**src/rtl/hot_mig_issuer.sv**
```systemverilog
// Query initiator for the hot-page tracker: issues periodic or software-requested
// queries, captures the top-K snapshot and streams qualifying page addresses out.
module hot_mig_issuer #(
    parameter int unsigned ADDR_SIZE   = 28,
    parameter int unsigned CNT_SIZE    = 13,
    parameter int unsigned CMD_WIDTH   = 4,
    parameter int unsigned TOP_K       = 5,
    parameter int unsigned PERIOD_BITS = 20,
    parameter logic [CMD_WIDTH-1:0] QUERY_CMD = CMD_WIDTH'(4'h1),
    parameter int unsigned TIMEOUT     = 1024
) (
    input  logic                   clk,
    input  logic                   rst,
    input  logic                   auto_en,
    input  logic [PERIOD_BITS-1:0] period,
    input  logic                   sw_req,
    input  logic [CNT_SIZE-1:0]    cnt_threshold,
    output logic                   query_en,
    output logic [CMD_WIDTH-1:0]   query_cmd,
    input  logic                   query_ready,
    input  logic                   mig_en,
    input  logic [ADDR_SIZE-1:0]   top_1_addr,
    input  logic [ADDR_SIZE-1:0]   top_2_addr,
    input  logic [ADDR_SIZE-1:0]   top_3_addr,
    input  logic [ADDR_SIZE-1:0]   top_4_addr,
    input  logic [ADDR_SIZE-1:0]   top_5_addr,
    input  logic [CNT_SIZE-1:0]    top_1_cnt,
    input  logic [CNT_SIZE-1:0]    top_2_cnt,
    input  logic [CNT_SIZE-1:0]    top_3_cnt,
    input  logic [CNT_SIZE-1:0]    top_4_cnt,
    input  logic [CNT_SIZE-1:0]    top_5_cnt,
    input  logic [2:0]             num_mig,
    output logic                   mig_addr_en,
    output logic [ADDR_SIZE-1:0]   mig_addr,
    input  logic                   mig_addr_ready,
    output logic                   busy,
    output logic                   timeout_flag,
    output logic [15:0]            issued_cnt,
    output logic [15:0]            drop_cnt
);

    localparam int unsigned WAIT_W = $clog2(TIMEOUT) + 1;
    localparam int unsigned IDX_W  = 3;
    localparam int unsigned STAT_W = 16;

    typedef enum logic [1:0] {
        S_IDLE  = 2'd0,
        S_QUERY = 2'd1,
        S_WAIT  = 2'd2,
        S_DRAIN = 2'd3
    } state_t;

    state_t                 r_state;
    logic [PERIOD_BITS-1:0] r_timer;
    logic [WAIT_W-1:0]      r_wait;
    logic                   r_pending;
    logic [IDX_W-1:0]       r_idx;
    logic [IDX_W-1:0]       r_n;
    logic [CNT_SIZE-1:0]    r_thr;
    logic [ADDR_SIZE-1:0]   r_addr [TOP_K];
    logic [CNT_SIZE-1:0]    r_cnt  [TOP_K];

    logic [ADDR_SIZE-1:0]   w_addr [TOP_K];
    logic [CNT_SIZE-1:0]    w_cnt  [TOP_K];
    logic [IDX_W-1:0]       w_num_sat;
    logic                   w_auto_hit;
    logic                   w_trigger;
    logic [IDX_W-1:0]       w_next_idx;
    logic                   w_last;
    logic                   w_next_ok;
    logic                   w_first_ok;
    logic                   w_advance;

    assign w_addr[0] = top_1_addr;
    assign w_addr[1] = top_2_addr;
    assign w_addr[2] = top_3_addr;
    assign w_addr[3] = top_4_addr;
    assign w_addr[4] = top_5_addr;
    assign w_cnt[0]  = top_1_cnt;
    assign w_cnt[1]  = top_2_cnt;
    assign w_cnt[2]  = top_3_cnt;
    assign w_cnt[3]  = top_4_cnt;
    assign w_cnt[4]  = top_5_cnt;

    // Tracker may report more than five entries; only five slots exist.
    assign w_num_sat  = (num_mig > IDX_W'(TOP_K)) ? IDX_W'(TOP_K) : num_mig;
    assign w_auto_hit = auto_en && (period != '0) &&
                        (r_timer == PERIOD_BITS'(period - PERIOD_BITS'(1)));
    assign w_trigger  = sw_req || r_pending || w_auto_hit;

    assign w_next_idx = r_idx + IDX_W'(1);
    assign w_last     = (w_next_idx == r_n);
    assign w_next_ok  = (r_cnt[w_next_idx] >= r_thr);
    assign w_first_ok = (w_cnt[0] >= cnt_threshold);
    // A presented entry waits for ready; a below-threshold entry is skipped in one cycle.
    assign w_advance  = mig_addr_en ? mig_addr_ready : 1'b1;

    always_ff @(posedge clk or posedge rst) begin
        if (rst) begin
            r_state      <= S_IDLE;
            r_timer      <= '0;
            r_wait       <= '0;
            r_pending    <= 1'b0;
            r_idx        <= '0;
            r_n          <= '0;
            r_thr        <= '0;
            for (int i = 0; i < TOP_K; i++) begin
                r_addr[i] <= '0;
                r_cnt[i]  <= '0;
            end
            query_en     <= 1'b0;
            query_cmd    <= '0;
            mig_addr_en  <= 1'b0;
            mig_addr     <= '0;
            busy         <= 1'b0;
            timeout_flag <= 1'b0;
            issued_cnt   <= '0;
            drop_cnt     <= '0;
        end else begin
            // Requests arriving while busy coalesce into a single deferred query.
            if ((r_state != S_IDLE) && sw_req) begin
                r_pending <= 1'b1;
            end

            case (r_state)
                S_IDLE: begin
                    r_timer <= r_timer + PERIOD_BITS'(1);
                    if (w_trigger) begin
                        r_state   <= S_QUERY;
                        r_pending <= 1'b0;
                        query_en  <= 1'b1;
                        query_cmd <= QUERY_CMD;
                        busy      <= 1'b1;
                    end
                end

                S_QUERY: begin
                    if (query_ready) begin
                        r_state   <= S_WAIT;
                        r_wait    <= '0;
                        query_en  <= 1'b0;
                        query_cmd <= '0;
                    end
                end

                S_WAIT: begin
                    if (mig_en) begin
                        for (int i = 0; i < TOP_K; i++) begin
                            r_addr[i] <= w_addr[i];
                            r_cnt[i]  <= w_cnt[i];
                        end
                        r_n   <= w_num_sat;
                        r_thr <= cnt_threshold;
                        r_idx <= '0;
                        if (w_num_sat == '0) begin
                            r_state <= S_IDLE;
                            r_timer <= '0;
                            busy    <= 1'b0;
                        end else begin
                            r_state     <= S_DRAIN;
                            mig_addr_en <= w_first_ok;
                            mig_addr    <= w_first_ok ? w_addr[0] : '0;
                        end
                    end else if (r_wait == WAIT_W'(TIMEOUT - 1)) begin
                        r_state      <= S_IDLE;
                        r_timer      <= '0;
                        busy         <= 1'b0;
                        timeout_flag <= 1'b1;
                    end else begin
                        r_wait <= r_wait + WAIT_W'(1);
                    end
                end

                S_DRAIN: begin
                    if (w_advance) begin
                        if (mig_addr_en) begin
                            if (issued_cnt != {STAT_W{1'b1}}) begin
                                issued_cnt <= issued_cnt + STAT_W'(1);
                            end
                        end else if (drop_cnt != {STAT_W{1'b1}}) begin
                            drop_cnt <= drop_cnt + STAT_W'(1);
                        end
                        r_idx <= w_next_idx;
                        if (w_last) begin
                            r_state     <= S_IDLE;
                            r_timer     <= '0;
                            busy        <= 1'b0;
                            mig_addr_en <= 1'b0;
                            mig_addr    <= '0;
                        end else begin
                            mig_addr_en <= w_next_ok;
                            mig_addr    <= w_next_ok ? r_addr[w_next_idx] : '0;
                        end
                    end
                end

                default: begin
                    r_state <= S_IDLE;
                end
            endcase
        end
    end

endmodule

```
**config.mk**
```make
export PLATFORM = sky130hd
export DESIGN_NAME = hot_mig_issuer
export DESIGN_NICKNAME = d
export VERILOG_FILES = /design/src/rtl/hot_mig_issuer.sv
export SDC_FILE = /design/constraint.sdc
export NUM_CORES = 1
export LEC_CHECK = 0
export CORE_MARGIN = 2
export CORE_UTILIZATION = 50
export CTS_BUF_LIST = sky130_fd_sc_hd__clkbuf_4 sky130_fd_sc_hd__clkbuf_8
export DETAILED_ROUTE_END_ITERATION = 12
export GPL_TIMING_DRIVEN = 0
export PLACE_DENSITY = 0.77
export SYNTH_ARGS = -nofsm -noshare
export SYNTH_HDL_FRONTEND = slang
export SYNTH_SLANG_ARGS = --single-unit
```
**constraint.sdc**
```tcl
create_clock -name clk -period 33.1 [get_ports clk]
set_clock_uncertainty 0.2 [all_clocks]
set_input_delay 8.275 -clock clk [delete_from_list [all_inputs] [get_ports clk]]
set_output_delay 8.275 -clock clk [all_outputs]
set_load 0.05 [all_outputs]
```
==> results.yml, run 1 <==
# physical design summary
floorplan:
  coreArea_sq_um: 31600
  die_y_um: 184
  ios: 316
  die_area_sq_um: 33700
  initCoreUtil_pct: 51.0
status:
  status: "complete, no violations"
job:
  drv_cap: 0
sta:
  drv_slew: 0
  finalSetupViolations: 0
  worstMarginPinSlew_ns: 1.19
  max_slew_margin_pct: 19.8
  worst_hold_slack_ns: 0.271
  fin_crit_ns: 11.21
  timing.fmax_mhz: 89.2
  layout_setup_ws_ns: 21.89
  fin_setup_tns_ns: 0
logic_synthesis:
  yosys_cells: 1885
  top_logic_kind: "simple AND/OR/NAND/NOR gates"
  synth_top_area_share_pct: 49.9
  synth-edff-count: 0
  ys.flop_type: "dfrtp_1"
  yosysMostFrequentCell: "nand2_1"
  ys_sh_xor_pct: 4.11
  synthSimpleGateAreaFrac_pct: 25.2
  syn_area_per_cell_sq_um: 8.56
  ys_warn_count: 0
  yosys-top-cells-count: "794 x nand2_1, 322 x dfrtp_1, 99 x clkbuf_1, 69 x o21ai_0, 64 x a21oi_1"
  synth_cells: 1885
  ys_types: 64
power:
  p_leak_nw: 9.93
  intPower_mw: 1.08
  vdd_drop_max_uv: 45.8
  sw_frac_of_total_pct: 42.1
  power_frac_comb_pct: 43.6
clocking:
  cts_root_buffer: "clkbuf_8"
  cts_max_level: 2
  hold_buffers: 0
  path_clk_slew_ns: 0.06
  cts_buffers: 53
  cts_tree: "done"
setup_path:
  cp_slowest_cell: "o31ai_1"
  worst-path-stages: 12
  crit_buf_inv: 4
  critPathTopFamily: "buffers and inverters"
  cp-start-kind: "input pin"
  cp.required_ns: 33.40
  slowest_delay_ns: 0.56
  crit_type: "in -> reg"
  rrSetupSlack_ns: 27.10
  critPathLaunch: "top_1_cnt[0]"
  reg2reg_depth: 15
  cp.arrival_ns: 11.51
  crit_path_cell_trace: "clkdlybuf4s50_1, inv_1, ha_1, nand2b_1, a21o_1, a21oi_1, o31a_1, o31ai_1, clkbuf_1, clkbuf_1, a32oi_1, o21ai_0"
  r2r_end: "mig_addr[10]"
layout:
  seqAreaFraction_pct: 38.1
  comb_cells: 1410
  fin_cells: 2706
  syn_to_final_growth_pct: 31.0
  nFlopsAndLatches: 322
  drive_gt1_share_pct: 7.30
  n_all_inverters: 39
  num-nonclk-buffers: 430
  fin_nets: 2537
  logic_area_sq_um: 7470
  combAreaFraction_pct: 35.4
  clkbuf_count: 88
  largest_class: "flip-flops and latches"
  largest_reg_flops: 140
  clk_share_pct: 6.14
  buf_share_pct: 17.2
  lay_top_count: "nand2_1"
place:
  numPortBuffers: 312
  gp_congestion: 0.920
  place_ws_ns: 21.28
route:
  firstDrtPassIters: 5
global_route:
  grt_max_degree: 136
  grt.overflow.total: 0
  antenna_found_initial: 4
min_path:
  hold_path_end: "r_cnt[37]"
  min_path_cells: 2
## run 1: power groups by stage
| stage | Combinational, mW | Sequential (mW) | Clock, mW |
|---|---|---|---|
| 6_report | 0.813 | 0.636 | 0.415 |
| 5_1_grt | 0.890 | 0.648 | 0.437 |
| 4_1_cts | 0.798 | 0.632 | 0.418 |
| 3_5_place_dp | 0.792 | 0.636 | 0 |
| 3_3_place_gp | 0.768 | 0.633 | 0 |
| 2_1_floorplan | 0.500 | 0.651 | 0 |
## run 1: layer usage
metal / global-route usage [%] / wire, um / vias to the layer above
li1: - / - / 7052
met4: 10.5 / 1640 / 2
met2: 48.1 / 23500 / 730
met3: 5.69 / 4250 / 114
met5: 0 / 11 / -
met1: 39.9 / 20900 / 7309
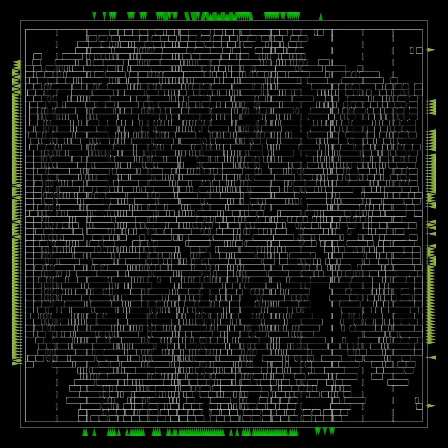
Fig. 1. Cell placement (run 1).
Well-Tap Cells: 402
fillcell total: 2578

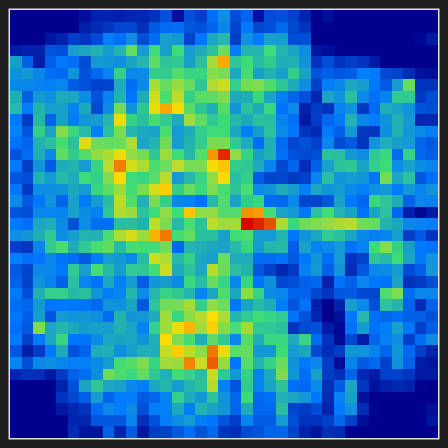
Fig. 2. Signal metal coverage by tile (run 1).
The die is cut into 37 by 37 equal tiles; dark blue is low, red is high, scaled to the fullest tile. Values are wire area over tile area, all layers added.
tiles over half the peak	15%
fullest tile	0.81
densest ninth of the die	center
nearly empty tiles	8.2%
mean over tiles	0.25
final wirelength: 50300 um
All-Layer GR Usage: 29.6%
drt wl/cell: 18.6 um

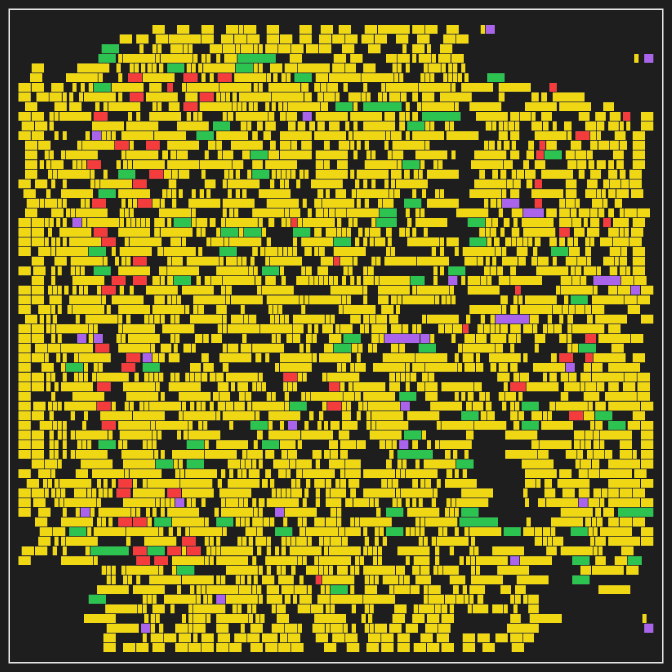
Fig. 3. Cells by drive strength (run 1).
size	color	cells	most used
_6 and larger	green	80	clkbuf_8
_3 and _4 cells	purple	28	clkbuf_4
_2 cells	red	60	mux2_2
_0 and _1 cells	yellow	2133	nand2_1

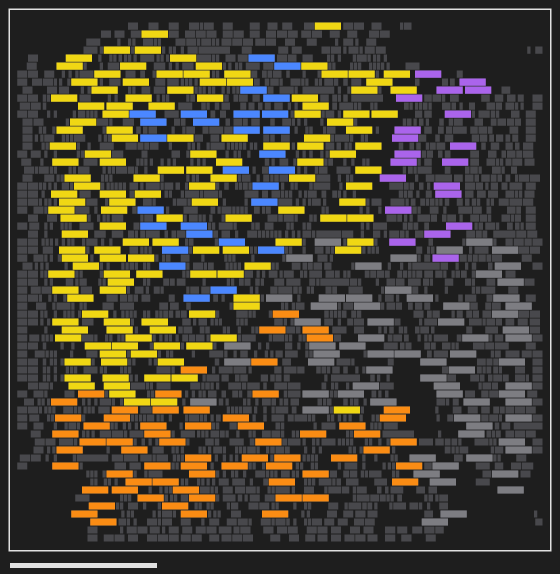
Fig. 4. Sequential cells grouped by signal name (run 1).
Scale bar: 50 um. Other sequential cells in the stronger gray, the rest of the logic in the fainter gray.
netlist name	color	sequential cells
r_timer	purple	20
r_addr	yellow	140
r_cnt	orange	65
mig_addr	blue	28
not colored	69

==> run 1 -> run 2 <==
clock period = 10.7 ns   (was 33.1 ns; I/O delays follow)
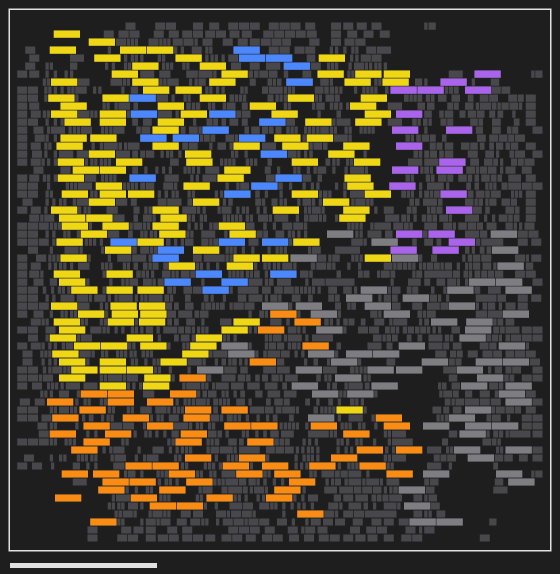
Fig. 5. Sequential cells grouped by signal name (run 2).
Scale bar: 50 um. Other sequential cells in the stronger gray, the rest of the logic in the fainter gray.
netlist name	color	sequential cells
r_addr	yellow	140
mig_addr	blue	28
r_cnt	orange	65
r_timer	purple	20
not colored	69
register area: 8060 sq um
Seq. pwr: 1.97 mW
Finished Core Util: 66.9%

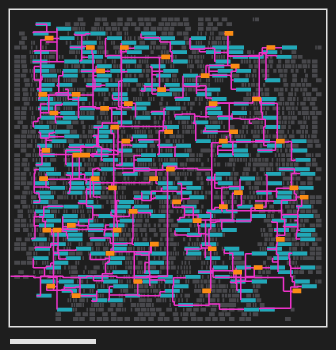
Fig. 6. Routed clock nets over the placement (run 2).
Scale bar: 50 um.
[clock wires] magenta | length: 4250 um
[flip-flops] cyan | count: 322
[clock drivers] orange | count: 54
flops lie	spread over the die
routed clock nets	55
clock latency on the worst-skew pair: 0.62 ns
Clock power frac: 21.1%
P_clk: 1.20 mW

==> results.yml, run 2 <==
# physical design summary
status:
  status: "complete, no violations"
global_route:
  grt_pass1_vias: 14900
  grt_max_degree: 45
  use_met2_pct: 48.2
  antenna_found_initial: 2
  grt.overflow.total: 0
  use_met1_pct: 39.5
  top_usage_layer: "met2"
  use_met3_pct: 5.98
  track_usage_pct: 29.7
logic_synthesis:
  synthSimpleGateAreaFrac_pct: 25.2
  synth-edff-count: 0
  synth_top_area_share_pct: 49.9
  syn-cell-area_sq_um: 16100
  top_logic_kind: "simple AND/OR/NAND/NOR gates"
  yosys-top-cells-count: "794 x nand2_1, 322 x dfrtp_1, 99 x clkbuf_1, 69 x o21ai_0, 64 x a21oi_1"
  synth_cells: 1885
  ys_sh_xor_pct: 4.11
  muxShareOfSynthArea_pct: 3.18
  ys_types: 64
  ys.flop_type: "dfrtp_1"
  ys_warn_count: 0
  yosys_cells: 1885
  syn_area_per_cell_sq_um: 8.56
  yosysMostFrequentCell: "nand2_1"
setup_path:
  endpoint: "mig_addr[12]"
  crit_path_cell_trace: "ha_1, xnor2_1, clkbuf_1, clkbuf_1, buf_1, nand2_1, a21oi_1, ha_1, and4_1, a2111oi_0, a31oi_1, o31ai_1, clkbuf_1, clkbuf_1, o21ai_0"
  critPathLaunch: "r_idx[1]"
  slowest_delay_ns: 0.79
  cp-start-kind: "flop"
  reg2reg_depth: 15
  rrSetupSlack_ns: 4.37
  worst-path-stages: 15
  cp_slowest_cell: "xnor2_1"
  cp.required_ns: 10.96
  cp.arrival_ns: 6.59
  r2r_end: "mig_addr[12]"
  crit_buf_inv: 5
  crit_type: "reg -> reg"
sta:
  timing.fmax_mhz: 158
  worst_hold_slack_ns: 0.271
  finalSetupViolations: 0
  fin_crit_ns: 6.33
  fin_setup_tns_ns: 0
  worstMarginPinSlew_ns: 0.981
  drv_slew: 0
  max_slew_margin_pct: 34.6
  layout_setup_ws_ns: 4.37
route:
  dr_total_vias: 15100
  top_layer: "met4"
  firstDrtPassIters: 7
  dr_wl_met3_um: 4470
  wl_per_cell_um: 18.5
  finalWirelength_um: 50100
  drc: 0
  wl_met2_um: 23200
  routedLengthMet1_um: 20400
layout:
  syn_to_final_growth_pct: 31.1
  logic_area_sq_um: 7470
  largest_reg_flops: 140
  fin_nets: 2544
  fin_cells: 2710
  drive_gt1_share_pct: 7.42
  lay_top_count: "nand2_1"
  filler_cell_count: 2492
floorplan:
  die_y_um: 184
  ios: 316
  initCoreUtil_pct: 51.0
  die_area_sq_um: 33700
clocking:
  hold_buffers: 0
  cts_root_buffer: "clkbuf_8"
  cts_buffers: 54
  cts_max_level: 2
  cts_tree: "done"
  path_clk_slew_ns: 0.07
min_path:
  min_path_cells: 2
  hold_path_end: "r_cnt[32]"
place:
  numPortBuffers: 312
  gp_congestion: 0.913
  place_ws_ns: 4.51
power:
  p_leak_nw: 9.94
  vdd_drop_max_uv: 142
job:
  drv_cap: 0
  warnings: 27
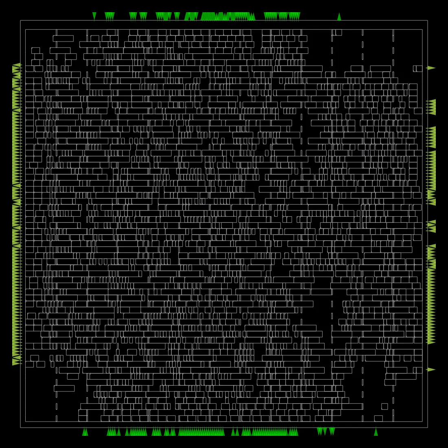
Fig. 7. Cell placement (run 2).
Placeable Area: 31600 sq um
# rows: 65

==> run 2: cell types whose count changed in the layout (fill, tap and decap cells not counted), sizes merged <==
cell    before  now
bufinv       5    1
buf         19   25
inv         39   40
clkbuf     187  189
diode        3    4
clkinv       6    4
==> run 2: report_power, final <==
group,switching (mW),leakage (nW),internal (mW),total [mW]
logic,1.61,5.18,0.906,2.52
registers,0.297,4.11,1.67,1.97
clock network,0.507,0.647,0.695,1.20
total,2.41,9.94,3.27,5.68
==> run 2: area by class of cell <==
class                   instances  share of cell area [%]
flip-flops and latches        322                    38.1
multi-input cells            1410                    35.3
repair buffers                320                    15.5
clock buffers                  90                    5.38
well taps                     402                    2.38
plain buffers                 116                    2.18
inverters                      39                   0.710
clock inverters                 7                   0.355
diodes                          4                  0.0473
==> run 2 -> run 3 <==
clock period = 6 ns   (was 10.7 ns; I/O delays follow)
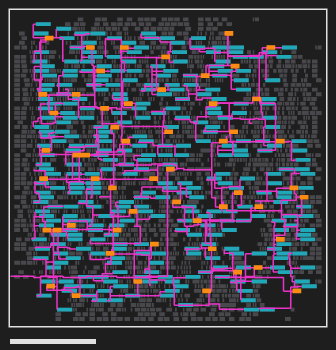
Fig. 8. Routed clock nets over the placement (run 3).
Scale bar: 50 um.
P_clk: 2.14 mW

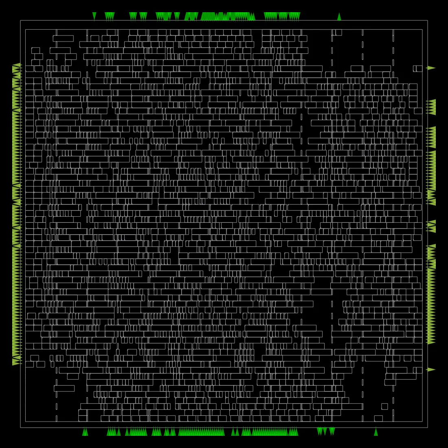
Fig. 9. Cell placement (run 3).
flop count: 322
Finished Layout Cells: 2709
Seq area share: 38.1%

==> results.yml, run 3 <==
# physical design summary
route:
  drc: 0
  finalWirelength_um: 50300
  wl_per_cell_um: 18.6
  firstDrtPassIters: 6
  dr_total_vias: 15100
layout:
  lay_top_count: "nand2_1"
  comb_cells: 1410
  largest_class: "flip-flops and latches"
  clk_share_pct: 5.73
  antennaDiodeCount: 3
  largest_reg_flops: 140
  reg_top3: "r_addr x140, r_cnt x65, mig_addr x28"
  logic_area_sq_um: 7490
  filler_cell_count: 2493
  drive_gt1_share_pct: 7.51
  combAreaFraction_pct: 35.4
  n_all_inverters: 39
  seq_area_sq_um: 8060
  num-nonclk-buffers: 436
  fin_nets: 2544
  fin_util_pct: 66.9
  clkbuf_count: 90
clocking:
  path_clk_slew_ns: 0.06
  cts_buffers: 54
  cts_root_buffer: "clkbuf_8"
  clockBufferDepth: 3
  cts_tree: "done"
  cts_max_level: 2
  hold_buffers: 0
logic_synthesis:
  syn-cell-area_sq_um: 16100
  synth_top_area_share_pct: 49.9
  syn_area_per_cell_sq_um: 8.56
  yosys_cells: 1885
  ys.flop_type: "dfrtp_1"
  ys_warn_count: 0
  synth_cells: 1885
  yosys-top-cells-count: "794 x nand2_1, 322 x dfrtp_1, 99 x clkbuf_1, 69 x o21ai_0, 64 x a21oi_1"
  synth-edff-count: 0
  yosysMostFrequentCell: "nand2_1"
global_route:
  use_met3_pct: 5.98
  grt.overflow.total: 0
  grt_max_degree: 45
  use_met1_pct: 39.5
  top_usage_layer: "met2"
  grt_pass1_vias: 14900
  use_met2_pct: 48.2
  track_usage_pct: 29.7
setup_path:
  cp.required_ns: 6.26
  critPathLaunch: "r_idx[1]"
  cp.arrival_ns: 6.00
  critPathTopFamily: "buffers and inverters"
  reg2reg_depth: 15
  worst-path-stages: 15
  slowest_delay_ns: 0.55
  crit_type: "reg -> reg"
  endpoint: "mig_addr[12]"
  rrSetupSlack_ns: 0.26
  cp_slowest_cell: "a2111oi_0"
  r2r_end: "mig_addr[12]"
  cp-start-kind: "flop"
  crit_buf_inv: 5
place:
  place_ws_ns: -0.109
  numPortBuffers: 312
  gp_congestion: 0.913
min_path:
  hp-class: "reg -> reg"
  min_path_cells: 2
  hold_path_end: "r_addr[52]"
sta:
  drv_slew: 0
  worst_hold_slack_ns: 0.271
  worstMarginPinSlew_ns: 0.975
  max_slew_margin_pct: 34.4
  finalSetupViolations: 0
  fin_crit_ns: 5.74
  timing.fmax_mhz: 174
  layout_setup_ws_ns: 0.260
  fin_setup_tns_ns: 0
job:
  drv_cap: 0
  warnings: 27
floorplan:
  ios: 316
  die_y_um: 184
  rows: 65
  die_area_sq_um: 33700
  coreArea_sq_um: 31600
  initCoreUtil_pct: 51.0
  nWellTaps: 402
status:
  status: "complete, no violations"
power:
  vdd_drop_max_uv: 252
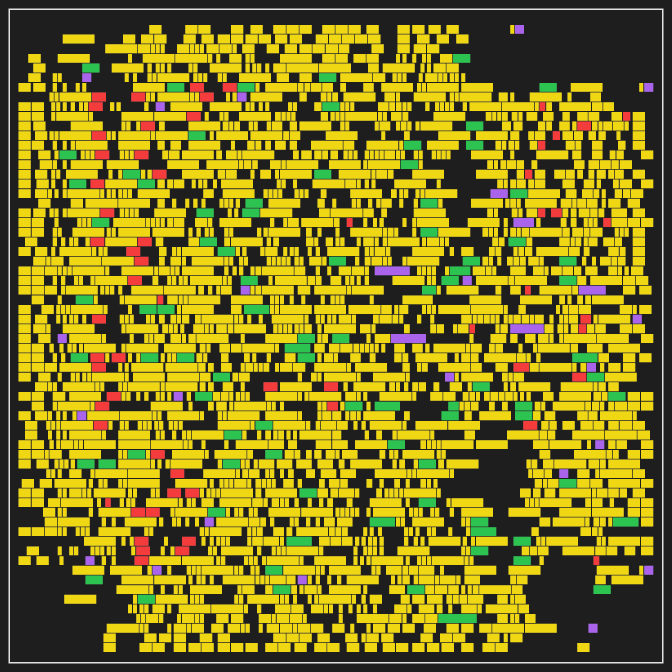
Fig. 10. Cells by drive strength (run 3).
size	color	cells	most used
_0 and _1 cells	yellow	2131	nand2_1
_2 cells	red	60	mux2_2
_6 and larger	green	86	clkbuf_8
_3 and _4 cells	purple	27	clkbuf_4
Final Cell Area: 21200 sq um
Syn-to-layout area delta: 31.2%

-- run 3: where the power goes --
group | total, mW | leakage, nW | internal (mW) | switching [mW]
sequential | 3.51 | 4.11 | 2.98 | 0.529
combinational | 4.51 | 5.19 | 1.62 | 2.88
clock | 2.14 | 0.647 | 1.24 | 0.903
total | 10.2 | 9.95 | 5.84 | 4.32
-- run 3: metal layers --
metal / vias up / wire length [um]
li1: 7061 / -
met1: 7240 / 20600
met2: 702 / 23400
met3: 131 / 4350
met4: 0 / 1970
met5: - / 0
-- run 3: kinds of logic after synthesis --
group | after synthesis | share of synthesized area (%)
mux | 46 | 3.18
fa+ha+maj | 33 | 2.56
xor+xnor | 74 | 4.11
compound gates | 272 | 11.2
other cells | 1 | 0.0232
simple gates | 982 | 25.2
buf+inv | 155 | 3.76
flops | 322 | 49.9
Power and IR drop assume default switching activity.
